<file path="src/rtl/wb_arbiter_pkg.sv">
// Shared definitions for the write-back arbiter and its load-response FIFO.
package wb_arbiter_pkg;

  localparam int ADDR_WIDTH     = 5;
  localparam int REG_FILE_WIDTH = 32;
  localparam int WB_FIFO_DEPTH  = 4;
  localparam int ZERO_REG       = 0;

  // Source that drives the write-back output stage in a given cycle.
  typedef enum logic [1:0] {
    SRC_NONE = 2'd0,
    SRC_ALU  = 2'd1,
    SRC_FIFO = 2'd2
  } wb_src_e;

endpackage

</file>
<file path="src/rtl/wb_arbiter_fifo.sv">
// Circular load-response FIFO with a per-entry live bit. Entries can be
// killed by address (a younger ALU write to the same register) and keep
// their slot until popped; killed entries never report a pending hit.
module wb_fifo
  import wb_arbiter_pkg::*;
#(
  parameter int DEPTH  = WB_FIFO_DEPTH,
  parameter int ADDR_W = ADDR_WIDTH,
  parameter int DATA_W = REG_FILE_WIDTH
) (
  input  logic                     clk,
  input  logic                     rst,
  input  logic                     push,
  input  logic [ADDR_W-1:0]        push_addr,
  input  logic [DATA_W-1:0]        push_data,
  input  logic                     push_kill,
  input  logic                     pop,
  input  logic                     kill_en,
  input  logic [ADDR_W-1:0]        kill_addr,
  input  logic [ADDR_W-1:0]        chk_addr,
  output logic                     head_live,
  output logic [ADDR_W-1:0]        head_addr,
  output logic [DATA_W-1:0]        head_data,
  output logic                     chk_hit,
  output logic                     empty,
  output logic                     full,
  output logic [$clog2(DEPTH):0]   occupancy
);

  localparam int PTR_W = $clog2(DEPTH) + 1;

  logic [PTR_W-1:0]  rd_ptr, wr_ptr;
  logic [PTR_W-2:0]  rd_idx, wr_idx;
  logic [ADDR_W-1:0] addr_mem [DEPTH];
  logic [DATA_W-1:0] data_mem [DEPTH];
  logic [DEPTH-1:0]  live;

  assign rd_idx    = rd_ptr[PTR_W-2:0];
  assign wr_idx    = wr_ptr[PTR_W-2:0];
  // The extra pointer bit makes the difference the true fill level.
  assign occupancy = wr_ptr - rd_ptr;
  assign empty     = (occupancy == '0);
  assign full      = (occupancy == PTR_W'(DEPTH));

  assign head_live = live[rd_idx];
  assign head_addr = addr_mem[rd_idx];
  assign head_data = data_mem[rd_idx];

  // Payload storage: written on push only.
  // NOTE: the payload arrays carry no reset; an entry is only ever read after
  // a push has written it, and the live bits alone decide validity.
  always_ff @(posedge clk) begin
    if (push) begin
      addr_mem[wr_idx] <= push_addr;
      data_mem[wr_idx] <= push_data;
    end
  end

  // Pointers and live bits; a push overrides a same-cycle kill on its slot.
  // NOTE: sequential state uses non-blocking assignments so every flop sees
  // pre-edge values and the later assignments in this block win cleanly.
  always_ff @(posedge clk) begin
    if (rst) begin
      rd_ptr <= '0;
      wr_ptr <= '0;
      live   <= '0;
    end else begin
      for (int i = 0; i < DEPTH; i++) begin
        if (kill_en && addr_mem[i] == kill_addr) live[i] <= 1'b0;
      end
      if (pop) begin
        live[rd_idx] <= 1'b0;
        rd_ptr       <= rd_ptr + 1'b1;
      end
      if (push) begin
        live[wr_idx] <= !push_kill;
        wr_ptr       <= wr_ptr + 1'b1;
      end
    end
  end

  // Any live entry destined for the probed register.
  // NOTE: chk_hit gets a default before the loop so no latch is inferred.
  always_comb begin
    chk_hit = 1'b0;
    for (int i = 0; i < DEPTH; i++) begin
      if (live[i] && addr_mem[i] == chk_addr) chk_hit = 1'b1;
    end
  end

endmodule

</file>
<file path="src/rtl/wb_arbiter.sv">
// Write-back arbiter: merges ALU results and buffered load responses into
// one registered register-file write per cycle. ALU results always win and
// kill older buffered loads to the same register.
module wb_arbiter
  import wb_arbiter_pkg::*;
#(
  parameter int DEPTH        = WB_FIFO_DEPTH,
  parameter int ADDR_W       = ADDR_WIDTH,
  parameter int DATA_W       = REG_FILE_WIDTH,
  parameter bit ZERO_DISCARD = 1'b1
) (
  input  logic                   clk,
  input  logic                   rst,
  input  logic                   alu_valid,
  input  logic [ADDR_W-1:0]      alu_addr,
  input  logic [DATA_W-1:0]      alu_data,
  input  logic                   mem_valid,
  output logic                   mem_ready,
  input  logic [ADDR_W-1:0]      mem_addr,
  input  logic [DATA_W-1:0]      mem_data,
  input  logic [ADDR_W-1:0]      chk_addr,
  output logic                   pend_hit,
  output logic [$clog2(DEPTH):0] occupancy,
  output logic                   wrt_en,
  output logic [ADDR_W-1:0]      addrD,
  output logic [DATA_W-1:0]      d
);

  localparam logic [ADDR_W-1:0] ZERO_ADDR = ADDR_W'(ZERO_REG);

  logic              fifo_empty, fifo_full, fifo_hit, head_live;
  logic [ADDR_W-1:0] head_addr;
  logic [DATA_W-1:0] head_data;
  logic              mem_accept, push_kill, pop;
  wb_src_e           src;
  logic              wrt_en_nxt;
  logic [ADDR_W-1:0] addr_nxt;
  logic [DATA_W-1:0] data_nxt;

  // Ready depends only on the current fill level, never on a same-cycle pop.
  assign mem_ready  = !fifo_full;
  assign mem_accept = mem_valid && mem_ready;
  // A load to r0, or to the register the ALU writes this cycle, is dead on entry.
  assign push_kill  = (ZERO_DISCARD && mem_addr == ZERO_ADDR) ||
                      (alu_valid && mem_addr == alu_addr);
  assign src        = alu_valid   ? SRC_ALU  :
                      !fifo_empty ? SRC_FIFO : SRC_NONE;
  assign pop        = (src == SRC_FIFO);
  assign pend_hit   = fifo_hit || (wrt_en && addrD == chk_addr);

  wb_fifo #(
    .DEPTH (DEPTH),
    .ADDR_W(ADDR_W),
    .DATA_W(DATA_W)
  ) u_fifo (
    .clk      (clk),
    .rst      (rst),
    .push     (mem_accept),
    .push_addr(mem_addr),
    .push_data(mem_data),
    .push_kill(push_kill),
    .pop      (pop),
    .kill_en  (alu_valid),
    .kill_addr(alu_addr),
    .chk_addr (chk_addr),
    .head_live(head_live),
    .head_addr(head_addr),
    .head_data(head_data),
    .chk_hit  (fifo_hit),
    .empty    (fifo_empty),
    .full     (fifo_full),
    .occupancy(occupancy)
  );

  // Select the next write: ALU first, then the FIFO head, else idle.
  always_comb begin
    wrt_en_nxt = 1'b0;
    addr_nxt   = addrD;
    data_nxt   = d;
    case (src)
      SRC_ALU: begin
        wrt_en_nxt = !(ZERO_DISCARD && alu_addr == ZERO_ADDR);
        addr_nxt   = alu_addr;
        data_nxt   = alu_data;
      end
      SRC_FIFO: begin
        wrt_en_nxt = head_live;
        addr_nxt   = head_addr;
        data_nxt   = head_data;
      end
      default: ;
    endcase
  end

  // Registered write port so the register file sees stable address/data.
  always_ff @(posedge clk) begin
    if (rst) begin
      wrt_en <= 1'b0;
      addrD  <= '0;
      d      <= '0;
    end else begin
      wrt_en <= wrt_en_nxt;
      addrD  <= addr_nxt;
      d      <= data_nxt;
    end
  end

endmodule

</file>
<file path="config.mk">
export PLATFORM = sky130hd
export DESIGN_NAME = wb_arbiter
export DESIGN_NICKNAME = d
export VERILOG_FILES = /design/src/rtl/wb_arbiter_pkg.sv /design/src/rtl/wb_arbiter_fifo.sv /design/src/rtl/wb_arbiter.sv
export SDC_FILE = /design/constraint.sdc
export NUM_CORES = 1
export LEC_CHECK = 0
export ABC_AREA = 1
export ABC_CLOCK_PERIOD_IN_PS = 9000
export CELL_PAD_IN_SITES_DETAIL_PLACEMENT = 0
export CELL_PAD_IN_SITES_GLOBAL_PLACEMENT = 2
export CORE_MARGIN = 2
export CORE_UTILIZATION = 30
export CTS_CLUSTER_DIAMETER = 50
export DETAILED_ROUTE_END_ITERATION = 8
export PLACE_DENSITY_LB_ADDON = 0.1
export REMOVE_ABC_BUFFERS = 1
export SLEW_MARGIN = 15
export SYNTH_ARGS = -nofsm -noshare
export SYNTH_HDL_FRONTEND = slang
export SYNTH_SLANG_ARGS = --single-unit
export TNS_END_PERCENT = 5
</file>
<file path="constraint.sdc">
create_clock -name clk -period 9 [get_ports clk]
set_input_delay 0.9 -clock clk [delete_from_list [all_inputs] [get_ports clk]]
set_output_delay 0.9 -clock clk [all_outputs]
set_load 0.1 [all_outputs]
</file>
==> images/layers.png <==
Scale bar: 50 um.
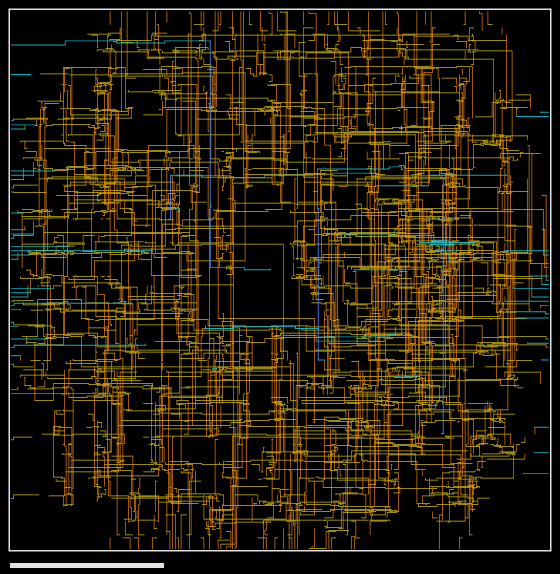
layer	color	wire length
M4	blue	229 um
M2	orange	12400 um
M1	yellow	11200 um
M3	cyan	861 um
Routed wire per std cell: 17.4 um
WL final: 24.7 mm
via count: 6514

==> images/congestion_map.png <==
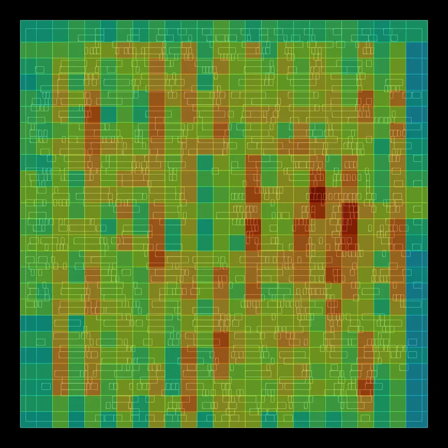
M3 GR Usage: 3.57%
GRT met2 Usage: 28.8%

==> images/floorplan.png <==
Pins as bars on the die edge. Tap cells in gray.
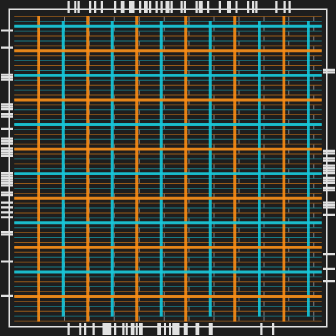
net	color
VSS	orange
VDD	cyan
signal pins	126
rows	62
met4 straps	12
met5 straps	12
met1 rails	63
Peak VDD IR: 0.165 mV
DIE HEIGHT: 175 um

==> images/class_map.png <==
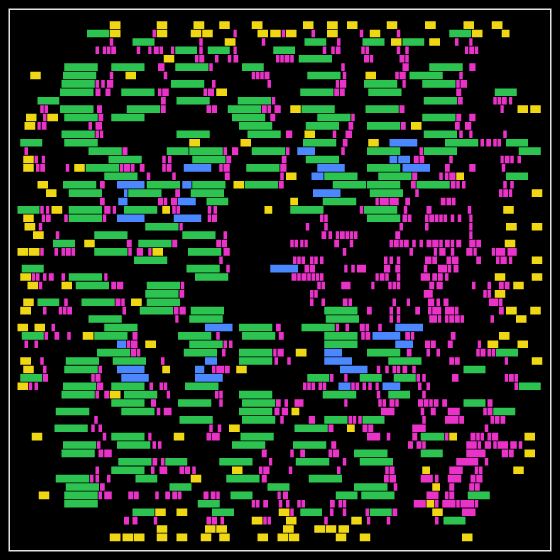
class	color	cells	share of their area
registers	green	198	52%
remaining logic cells	magenta	663	29%
remaining buffers and delay cells	yellow	137	13%
clock drivers and dummy loads	blue	32	5.7%
final core occ: 38.2%
Design Area, Final: 11000 um^2
Site Rows: 62

==> flow_metrics.env <==
# physical design summary
export IMPL_status="finished, final reports clean"
export IMPL_drt_met1_wl_mm=11.2
export IMPL_comb_area_um2=2770
export IMPL_finalCritPeriodShare_pct=47.2
export IMPL_clock_sinks=198
export IMPL_synth_cell_type_count=34
export IMPL_final_cell_mix="nand2_1, edfxtp_1, clkdlybuf4s50_1"
export IMPL_antenna_cells=0
export IMPL_largest_register_ffs=128
export IMPL_met2_length_mm=12.4
export IMPL_tightest_slew_ns=1.03
export IMPL_cts_tree="done"
export IMPL_clkCellAreaFrac_pct=5.46
export IMPL_cts_max_level=4
export IMPL_cap_violations=0
export IMPL_fillers=2925
export IMPL_top_logic_kind="simple AND/OR/NAND/NOR gates"
export IMPL_post_cts_resized=0
export IMPL_async_flop_share_pct=0
export IMPL_min_to="d[30]"
export IMPL_worstHoldStart="d[30]"
export IMPL_p_int_mw=1.97
export IMPL_power_top_consumer="combinational logic"
export IMPL_fin_cells=1414
export IMPL_coreArea_um2=28700
export IMPL_hold_depth=2
export IMPL_edf_count=148
export IMPL_grt_pass1_vias=6443
export IMPL_swShare_pct=46.8
export IMPL_fp_util_pct=30.5
export IMPL_cts_buffers=17
export IMPL_wl_met3_um=860
export IMPL_tap_cells=384
export IMPL_max_clock_path_buffers=2
export IMPL_p_total_mw=3.70
export IMPL_nonClkBufAreaFrac_pct=12.2
export IMPL_p_switching_mw=1.73
export IMPL_relSlewSlack_pct=31.1
export IMPL_num_nonclk_buffers=137
export IMPL_p_per_area_nw_per_um2=338
export IMPL_seq_cell_share_pct=49.7
export IMPL_sh_comb_area_pct=25.3
export IMPL_syn_avg_cell_area_um2=9.71
export IMPL_clockRootBuffer="clkbuf_16"
export IMPL_layout_clock_buffers=17
export IMPL_clk_pin_slew_worst_paths_ns=0.08
export IMPL_mostFrequentLayoutCell="nand2_1"
export IMPL_placed_cells=1382
export IMPL_synth_chip_area_um2=8760
export IMPL_placed_area_um2=10400
export IMPL_cp_max_fo=6
export IMPL_ios=126
export IMPL_r2r_start="u_fifo.wr_ptr[0]"
export IMPL_ys_sh_aoi_pct=10.9
export IMPL_whs_ns=0.455
export IMPL_reg_top3="u_fifo.data_mem (128), d (32), u_fifo.addr_mem (20)"
export IMPL_worst_ep_arrival_time_ns=3.35
export IMPL_fin_ws_ns=4.75
export IMPL_die_area_um2=30600
export IMPL_clk_latency_ns=0.43
export IMPL_yosys_area_share_xor_xnor_pct=1.00
export IMPL_pg_clk_mw=0.765
export IMPL_vias_per_cell=4.61
export IMPL_fa_ha_area_share_pct=1.51
export IMPL_final_setup_tns_ns=0
export IMPL_rr_worst_depth=11
export IMPL_ys_dominant_reg_cell="edfxtp_1"
export IMPL_hold_class="flip-flop to flip-flop"
export IMPL_seq_power_mw=1.27
export IMPL_logic_gates=581
export IMPL_post_place_ws_ns=4.75
export IMPL_gp_congestion=0.778
export IMPL_hold_viol=0
export IMPL_yosysWarnings=0
==> Yosys cell counts, types with 2 or more instances <==
cell      instances  share of area (%)
nand2_1         206                8.8
edfxtp_1        148                 51
nor2_1          113                4.8
o21ai_0         102                5.8
inv_1            75                3.2
dfxtp_1          50                 11
nand3_1          42                2.4
o22ai_1          35                2.5
a21oi_1          23                1.3
buf_2            20                1.1
nand2_2          12               0.86
ha_1              9                1.3
xor2_1            9               0.90
o21ai_1           8               0.46
clkbuf_1          7               0.30
buf_6             6               0.77
o211ai_1          6               0.51
buf_4             5               0.43
nor3_1            4               0.23
inv_2             3               0.13
nand4_1           3               0.21
clkbuf_2          2               0.11
clkinv_1          2              0.086
nand3_2           2               0.23
==> critical path: stages <==
cell and delay (ns):
clkdlybuf4s50_1 0.61, inv_1 0.15, a22o_1 0.23, nor2_1 0.10, nand3_1 0.07, nand2_1 0.06
nor2_1 0.03, nand2_1 0.06, clkdlybuf4s50_1 1.13
==> how the worst max path moves through the flow <==
| stage | from | end | slack [ns] |
|---|---|---|---|
| detailed placement | chk_addr[1] | pend_hit | 4.75 |
| CTS | chk_addr[1] | pend_hit | 4.74 |
| floorplan | u_fifo.wr_ptr[0] | u_fifo.addr_mem[0][0] | 4.56 |
| global route | chk_addr[3] | pend_hit | 4.57 |
| global placement | chk_addr[1] | pend_hit | 4.71 |
| finish | chk_addr[1] | pend_hit | 4.75 |
==> kinds of logic (layout without fill, tap and decap cells) <==
logic type / Yosys count / after routing
compound gates: 177 / 177
simple gates: 384 / 384
flops: 198 / 198
buf+inv: 123 / 251
xor+xnor: 10 / 10
fa+ha+maj: 10 / 10
